[config.mk]
export PLATFORM = sky130hd
export DESIGN_NAME = dot_product_scheduler
export DESIGN_NICKNAME = d
export VERILOG_FILES = /design/src/rtl/dp_pkg.sv /design/src/rtl/dp_argmax_tracker.sv /design/src/rtl/dot_product_scheduler.sv
export SDC_FILE = /design/constraint.sdc
export NUM_CORES = 1
export LEC_CHECK = 0
export CAP_MARGIN = 20
export CORE_AREA = 2 2 70 105
export CTS_CLUSTER_SIZE = 28
export DETAILED_ROUTE_END_ITERATION = 16
export DIE_AREA = 0 0 72 107
export PLACE_DENSITY = 0.85
export SLEW_MARGIN = 20
export SYNTH_ARGS = -nofsm -noshare
export SYNTH_HDL_FRONTEND = slang
export SYNTH_SLANG_ARGS = --single-unit
[constraint.sdc]
create_clock -name clk -period 4.4 [get_ports clk]
set_input_delay 0.44 -clock clk [delete_from_list [all_inputs] [get_ports clk]]
set_output_delay 0.44 -clock clk [all_outputs]
set_load 0.02 [all_outputs]
[src/rtl/dp_pkg.sv]
// Shared constants and FSM state encoding for the MNIST dot-product scheduler.
package dp_pkg;

    localparam int unsigned ROWS        = 28;
    localparam int unsigned PIXELS      = 784;
    localparam int unsigned NUM_NEURONS = 10;
    localparam int unsigned RESULT_W    = 26;
    localparam int unsigned WEIGHT_W    = 19;
    localparam int unsigned PIXEL_W     = 10;

    typedef logic [2:0] state_t;

    localparam logic [2:0] IDLE    = 3'd0;
    localparam logic [2:0] CLEAR   = 3'd1;
    localparam logic [2:0] FEED    = 3'd2;
    localparam logic [2:0] WAIT    = 3'd3;
    localparam logic [2:0] CAPTURE = 3'd4;
    localparam logic [2:0] FINISH  = 3'd5;

endpackage

[src/rtl/dp_argmax_tracker.sv]
// Running signed argmax over neuron results; the first capture of a run always wins,
// later captures win only on a strictly greater value so ties keep the lower index.
module dp_argmax_tracker #(
    parameter int unsigned RESULT_W = dp_pkg::RESULT_W,
    parameter int unsigned NEUR_AW  = 4
) (
    input  logic                       clk,
    input  logic                       GlobalReset,
    input  logic                       capture,
    input  logic                       first,
    input  logic [NEUR_AW-1:0]         index,
    input  logic signed [RESULT_W-1:0] value,
    output logic [NEUR_AW-1:0]         class_out,
    output logic signed [RESULT_W-1:0] max_value
);
    import dp_pkg::*;

    logic take;

    assign take = capture && (first || (value > max_value));

    always_ff @(posedge clk) begin
        if (GlobalReset) begin
            class_out <= '0;
            max_value <= '0;
        end else if (take) begin
            class_out <= index;
            max_value <= value;
        end
    end

endmodule

[src/rtl/dot_product_scheduler.sv]
// Sequences the 28-lane dot-product engine over all output neurons and tracks the argmax.
// Optional WAIT watchdog enabled by defining DP_SCHED_TIMEOUT_EN (adds TIMEOUT_CYCLES).
module dot_product_scheduler #(
    parameter int unsigned ROWS           = dp_pkg::ROWS,
    parameter int unsigned NUM_NEURONS    = dp_pkg::NUM_NEURONS,
    parameter int unsigned RESULT_W       = dp_pkg::RESULT_W,
`ifdef DP_SCHED_TIMEOUT_EN
    parameter int unsigned TIMEOUT_CYCLES = 512,
`endif
    parameter int unsigned ROW_AW         = 5,
    parameter int unsigned NEUR_AW        = 4
) (
    input  logic                       clk,
    input  logic                       GlobalReset,
    input  logic                       start,
    input  logic                       feed_ready,
    input  logic                       result_valid,
    input  logic signed [RESULT_W-1:0] result_in,
    output logic                       busy,
    output logic                       engine_clear,
    output logic                       feed_valid,
    output logic [ROW_AW-1:0]          row_addr,
    output logic [NEUR_AW-1:0]         neuron_idx,
    output logic                       done,
    output logic [NEUR_AW-1:0]         class_out,
    output logic signed [RESULT_W-1:0] max_value,
    output logic                       error
);
    import dp_pkg::*;

    state_t                     state_q, state_d;
    logic [ROW_AW-1:0]          row_q, row_d;
    logic [NEUR_AW-1:0]         neuron_q, neuron_d;
    logic signed [RESULT_W-1:0] result_q, result_d;

`ifdef DP_SCHED_TIMEOUT_EN
    localparam int unsigned WaitW = (TIMEOUT_CYCLES > 1) ? $clog2(TIMEOUT_CYCLES) : 1;

    logic [WaitW-1:0] wait_q, wait_d;
    logic             error_q, error_d;
`endif

    always_comb begin
        state_d  = state_q;
        row_d    = row_q;
        neuron_d = neuron_q;
        result_d = result_q;
`ifdef DP_SCHED_TIMEOUT_EN
        wait_d   = wait_q;
        error_d  = error_q;
`endif
        case (state_q)
            IDLE: begin
                if (start) begin
                    state_d  = CLEAR;
                    neuron_d = '0;
`ifdef DP_SCHED_TIMEOUT_EN
                    error_d  = 1'b0;
`endif
                end
            end
            CLEAR: begin
                row_d   = '0;
                state_d = FEED;
            end
            FEED: begin
                if (feed_ready) begin
                    if (row_q == ROW_AW'(ROWS - 1)) begin
                        row_d   = '0;
                        state_d = WAIT;
`ifdef DP_SCHED_TIMEOUT_EN
                        wait_d  = '0;
`endif
                    end else begin
                        row_d = row_q + ROW_AW'(1);
                    end
                end
            end
            WAIT: begin
                if (result_valid) begin
                    result_d = result_in;
                    state_d  = CAPTURE;
                end
`ifdef DP_SCHED_TIMEOUT_EN
                // Give up on a silent engine; best-so-far class/value stay as reported.
                else if (wait_q == WaitW'(TIMEOUT_CYCLES - 1)) begin
                    error_d = 1'b1;
                    state_d = FINISH;
                end else begin
                    wait_d = wait_q + WaitW'(1);
                end
`endif
            end
            CAPTURE: begin
                if (neuron_q == NEUR_AW'(NUM_NEURONS - 1)) begin
                    state_d = FINISH;
                end else begin
                    neuron_d = neuron_q + NEUR_AW'(1);
                    state_d  = CLEAR;
                end
            end
            FINISH: state_d = IDLE;
            default: state_d = IDLE;
        endcase
    end

    always_ff @(posedge clk) begin
        if (GlobalReset) begin
            state_q  <= IDLE;
            row_q    <= '0;
            neuron_q <= '0;
            result_q <= '0;
`ifdef DP_SCHED_TIMEOUT_EN
            wait_q   <= '0;
            error_q  <= 1'b0;
`endif
        end else begin
            state_q  <= state_d;
            row_q    <= row_d;
            neuron_q <= neuron_d;
            result_q <= result_d;
`ifdef DP_SCHED_TIMEOUT_EN
            wait_q   <= wait_d;
            error_q  <= error_d;
`endif
        end
    end

    dp_argmax_tracker #(
        .RESULT_W (RESULT_W),
        .NEUR_AW  (NEUR_AW)
    ) u_argmax (
        .clk         (clk),
        .GlobalReset (GlobalReset),
        .capture     (state_q == CAPTURE),
        .first       (neuron_q == '0),
        .index       (neuron_q),
        .value       (result_q),
        .class_out   (class_out),
        .max_value   (max_value)
    );

    assign busy         = (state_q != IDLE) && (state_q != FINISH);
    assign engine_clear = (state_q == CLEAR);
    assign feed_valid   = (state_q == FEED);
    assign done         = (state_q == FINISH);
    assign row_addr     = row_q;
    assign neuron_idx   = neuron_q;
`ifdef DP_SCHED_TIMEOUT_EN
    assign error        = error_q;
`else
    assign error        = 1'b0;
`endif

endmodule

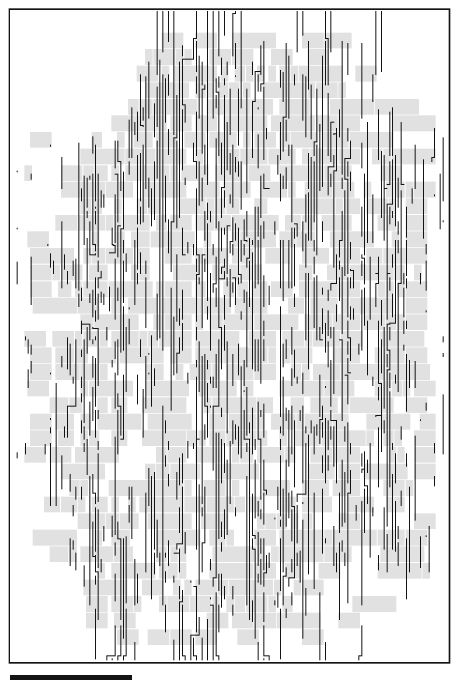
Fig. 1. Metal 2.
The bar under the picture is 20 um long. Cells faint in the background.
share of all routed wire: 53%
wire length on this layer: 4,450 um

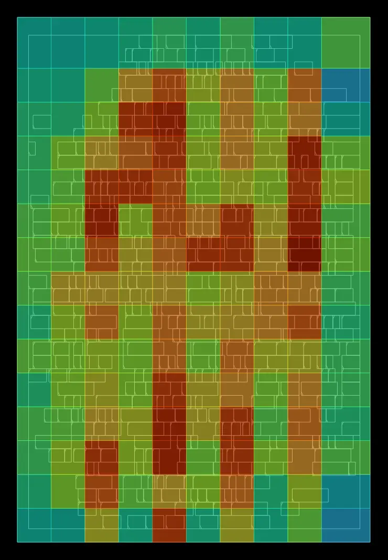
Fig. 2. Routing congestion map.
Wirelength per Cell: 15.15 um
met2 GRT Util: 40.08%
gr usage total: 22.79%
Util after Layout: 67.29%
GRT met3 Usage: 4.605%

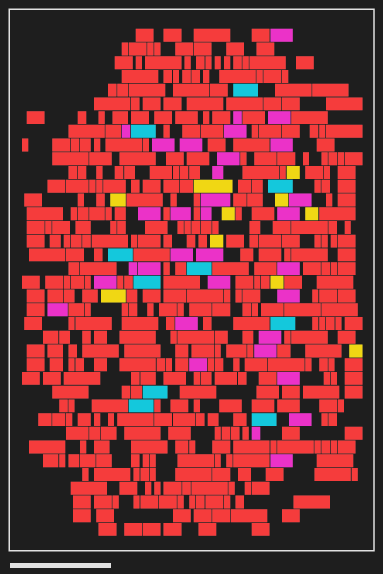
Fig. 3. Sizing map.
The bar under the picture is 20 um long.
[drive 1 or less] red | cells: 427 | share: 89%
[drive 3 to 4] yellow | cells: 10 | share: 2.1%
[drive 6 and up] cyan | cells: 10 | share: 2.1%
[drive 2] magenta | cells: 33 | share: 6.9%

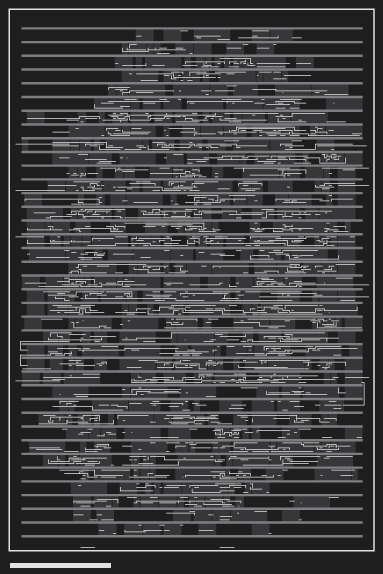
Fig. 4. Metal 1.
The bar under the picture is 20 um long. Supply wires on this layer in grey. Cells faint in the background.
wire length on this layer: 3,450 um
share of all routed wire: 41%
longest straight run: 30.4 um
nets with wire on the layer: 482

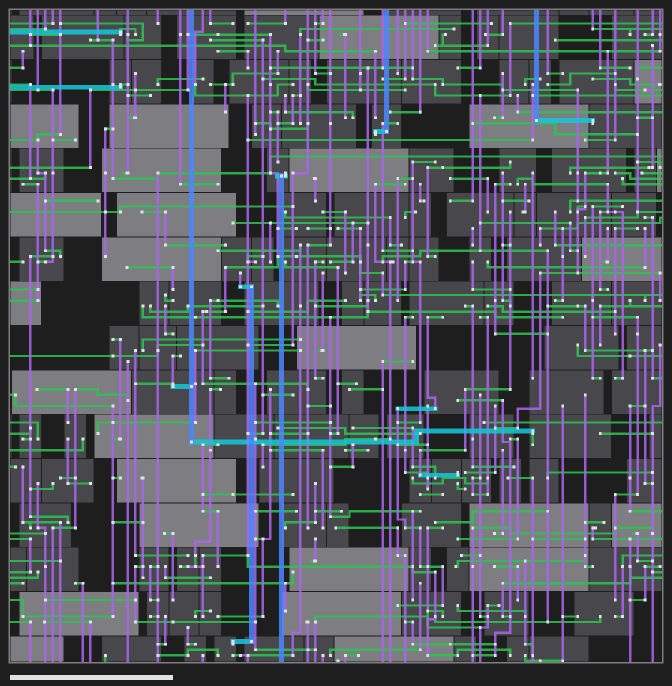
Fig. 5. Layout detail.
The bar under the picture is 10 um long. Window x 16 to 56, y 12 to 52 um. Cells in grey, sequential cells in the stronger grey; small squares are vias.
[met2] purple
[met4] blue
[met3] cyan
[met1] green
cells with their middle in the window: 129
netlist names of flops here include: `result_q` (9), `u_argmax.max_value` (8), `row_addr` (2)
sequential cells in the window: 21
most frequent: dfxtp_1 (21), nand2_1 (18), ha_1 (13)

## synthesized netlist by cell type (all sizes together), types with 2 or more instances
library cell  instances  area, um2
a211o                 2      17.52
a211oi                2      15.01
a21o                  2      15.01
a21oi                39      195.2
and3                  2      12.51
buf                  10      62.56
clkbuf               18      67.56
dfxtp                68       1361
ha                   30      375.4
inv                  35      131.4
mux2i                 2      20.02
nand2                68      255.2
nand2b                6      37.54
nand3                 6      30.03
nand4                 9      62.56
nor2                 14      55.06
nor2b                 5      31.28
nor3                  5      25.02
nor3b                 3      27.52
nor4                  2      27.53
o211ai                3      22.52
o21a                  2      15.01
o21ai                 5      25.02
o22a                  2      17.52
o31ai                26      295.3
o41ai                 3      26.28
or4b                 25      250.2
xnor2                 3      26.28
xor2                  4      35.03
## layout by cell type, fill, tap and decap left out, types with 2 or more instances in the layout
cell type,instances
a21oi_1,39
nand2b_1,6
a211o_1,2
nand3_1,6
clkinv_2,4
nand4_1,8
xnor2_1,3
o211ai_1,3
dfxtp_1,68
inv_1,35
nor3_1,5
nand2_1,68
o41ai_1,3
mux2i_1,2
o31ai_1,6
nor3b_1,2
a21o_1,2
and3_1,2
o21a_1,2
clkinvlp_4,2
a211oi_1,2
xor2_1,4
clkbuf_8,9
nor2b_1,4
o21ai_0,4
o31ai_2,20
nor2_1,13
ha_1,30
or4b_1,24
o22a_1,2
clkdlybuf4s50_1,72
buf_4,5
## metal layers
layer	vias up	track usage, %	routed length [um]
met2	76	40.08	4450
met5	-	0	0
met4	0	12.13	248
li1	1585	-	-
met3	20	4.605	300
met1	1523	25.28	3454
## worst min-delay path by stage
stage,startpoint,endpoint
after CTS,u_argmax.class_out[2],u_argmax.class_out[2]
after global placement,result_q[0],result_q[0]
final,u_argmax.class_out[2],u_argmax.class_out[2]
after global routing,u_argmax.class_out[3],u_argmax.class_out[3]
after detailed placement,u_argmax.class_out[2],u_argmax.class_out[2]
after floorplan,result_q[0],result_q[0]
## worst max-delay path, stage by stage, from the launching register on
cell and delay [ns]:
dfxtp_1 0.33, inv_1 0.07, ha_1 0.35, nand4_2 0.19, nor4_4 0.39, a221oi_2 0.14
nor2_2 0.59, buf_4 0.39, o31ai_1 0.09
## sequential cells by signal (all words and copies together) (netlist names)
name                flops
neuron_idx              4
result_q               26
row_addr                5
state_q                 3
u_argmax.class_out      4
u_argmax.max_value     26
## logic make-up after synthesis
group,share of synthesized area [%]
AND/OR/NAND/NOR,23.50
AND-OR/OR-AND,19.33
flip-flops,37.16
buffers and inverters,7.138
adder cells (fa/ha/maj),10.25
XOR/XNOR,1.674
multiplexers,0.8538
other,0.1024
## final cells by class
| cell class | count | area share, % |
|---|---|---|
| clock buffers | 9 | 2.705 |
| clock inverters | 7 | 0.9563 |
| inverters | 35 | 2.869 |
| multi-input cells | 283 | 44.73 |
| flip-flops and latches | 68 | 29.73 |
| well taps | 78 | 2.131 |
| repair buffers | 78 | 16.89 |
## stage by stage
step	setup slack [ns]	cells
2_1_floorplan	2.049	414
3_3_place_gp	1.829	541
3_5_place_dp	1.748	541
4_1_cts	1.704	557
5_1_grt	1.552	558
6_report	1.719	558
==> impl_metrics.toml <==
# flow metrics
[clock_tree]
cts_resized = 0
cts_tree = "built"
numCtsBuffers = 9
clock_latency_ns = 0.35
h-tree-depth = 3
postCtsSetupRepairBufs = 0
cts_root_buf = "clkbuf_8"
clock_sinks = 68

[synthesis]
floorplan.nets = 475
ys_types = 52
ys_ff = 68
ys.flop_type = "dfxtp_1"
synth_area_mm2 = 0.003664
yosysChipArea_mm2 = 0.003664
ys_seq_share_pct = 37.16
async_flop_share_pct = 0
syn_inst = 414
synth-edff-count = 0
ys_cells = 414

[cells_and_area]
syn_to_final_growth_pct = 25.00
regArea_mm2 = 0.001361
nets = 536
drive_gt1_share_pct = 11.04
mi_logic_area_mm2 = 0.002048
finalInstanceArea_mm2 = 0.004579
fillers = 553
diodes = 0

[sta]
worstMarginPinSlew_ns = 0.7150
rsz0062_at_grt = "false"
hold_violations = 0
hold_ws_ns = 0.4592
final.setup.tns_ns = 0
drv_slew = 0
relSlewSlack_pct = 52.28
setup_viol = 0
fmax_ghz = 0.3730
clock_skew_ns = 0.01097

[status]
status = "completed"

[placed_design]
gp_congestion = 0.8464
dpl_cell_area_mm2 = 0.004389
port_buffers = 73
place_hpwl_um = 5928

[power]
netSwitchingFraction_pct = 31.43
leakage_nw = 1.645
p_sw_mw = 0.4371
comb-power_mw = 0.293
max-vdd-ir-drop_mv = 0.2279
p_per_area_mw_per_mm2 = 303.7
internal-power_mw = 0.9537
power_frac_clock_pct = 31.8
pg_clk_mw = 0.442
powerSeq_mw = 0.655
comb_power_share_pct = 21.1
power_mw = 1.391

[drt]
dr_total_vias = 3204
ant_nets = 0
first_iter_violations = 125
drt_first_pass_iters = 6
wl_um = 8453
drc = 0

[worst_setup_path]
critPathCapture = "u_argmax.max_value[4]"
startpoint = "u_argmax.max_value[25]"
worst_r2r_endpoint = "u_argmax.max_value[4]"
end_kind = "flop"
cp_data_required_time_ns = 4.62
worstPathArrival_ns = 2.90
r2r_setup_slack_ns = 1.72
worstSetupPathType = "flop to flop"
r2r-start = "u_argmax.max_value[25]"
cp_max_fo = 15

[global_route]
antenna_found_initial = 0
grt_pass1_wl_um = 13810
grt_max_degree = 64
grt_overflow = 0
grt_pass1_vias = 3051

[die]
num_io_pins = 75
fp.coreArea_mm2 = 0.006805
fp_util_pct = 53.83
dieHeight_um = 107
die_area_mm2 = 0.007704
rows = 37

[min_path]
holdPathStages = 2
hp-class = "flop to flop"
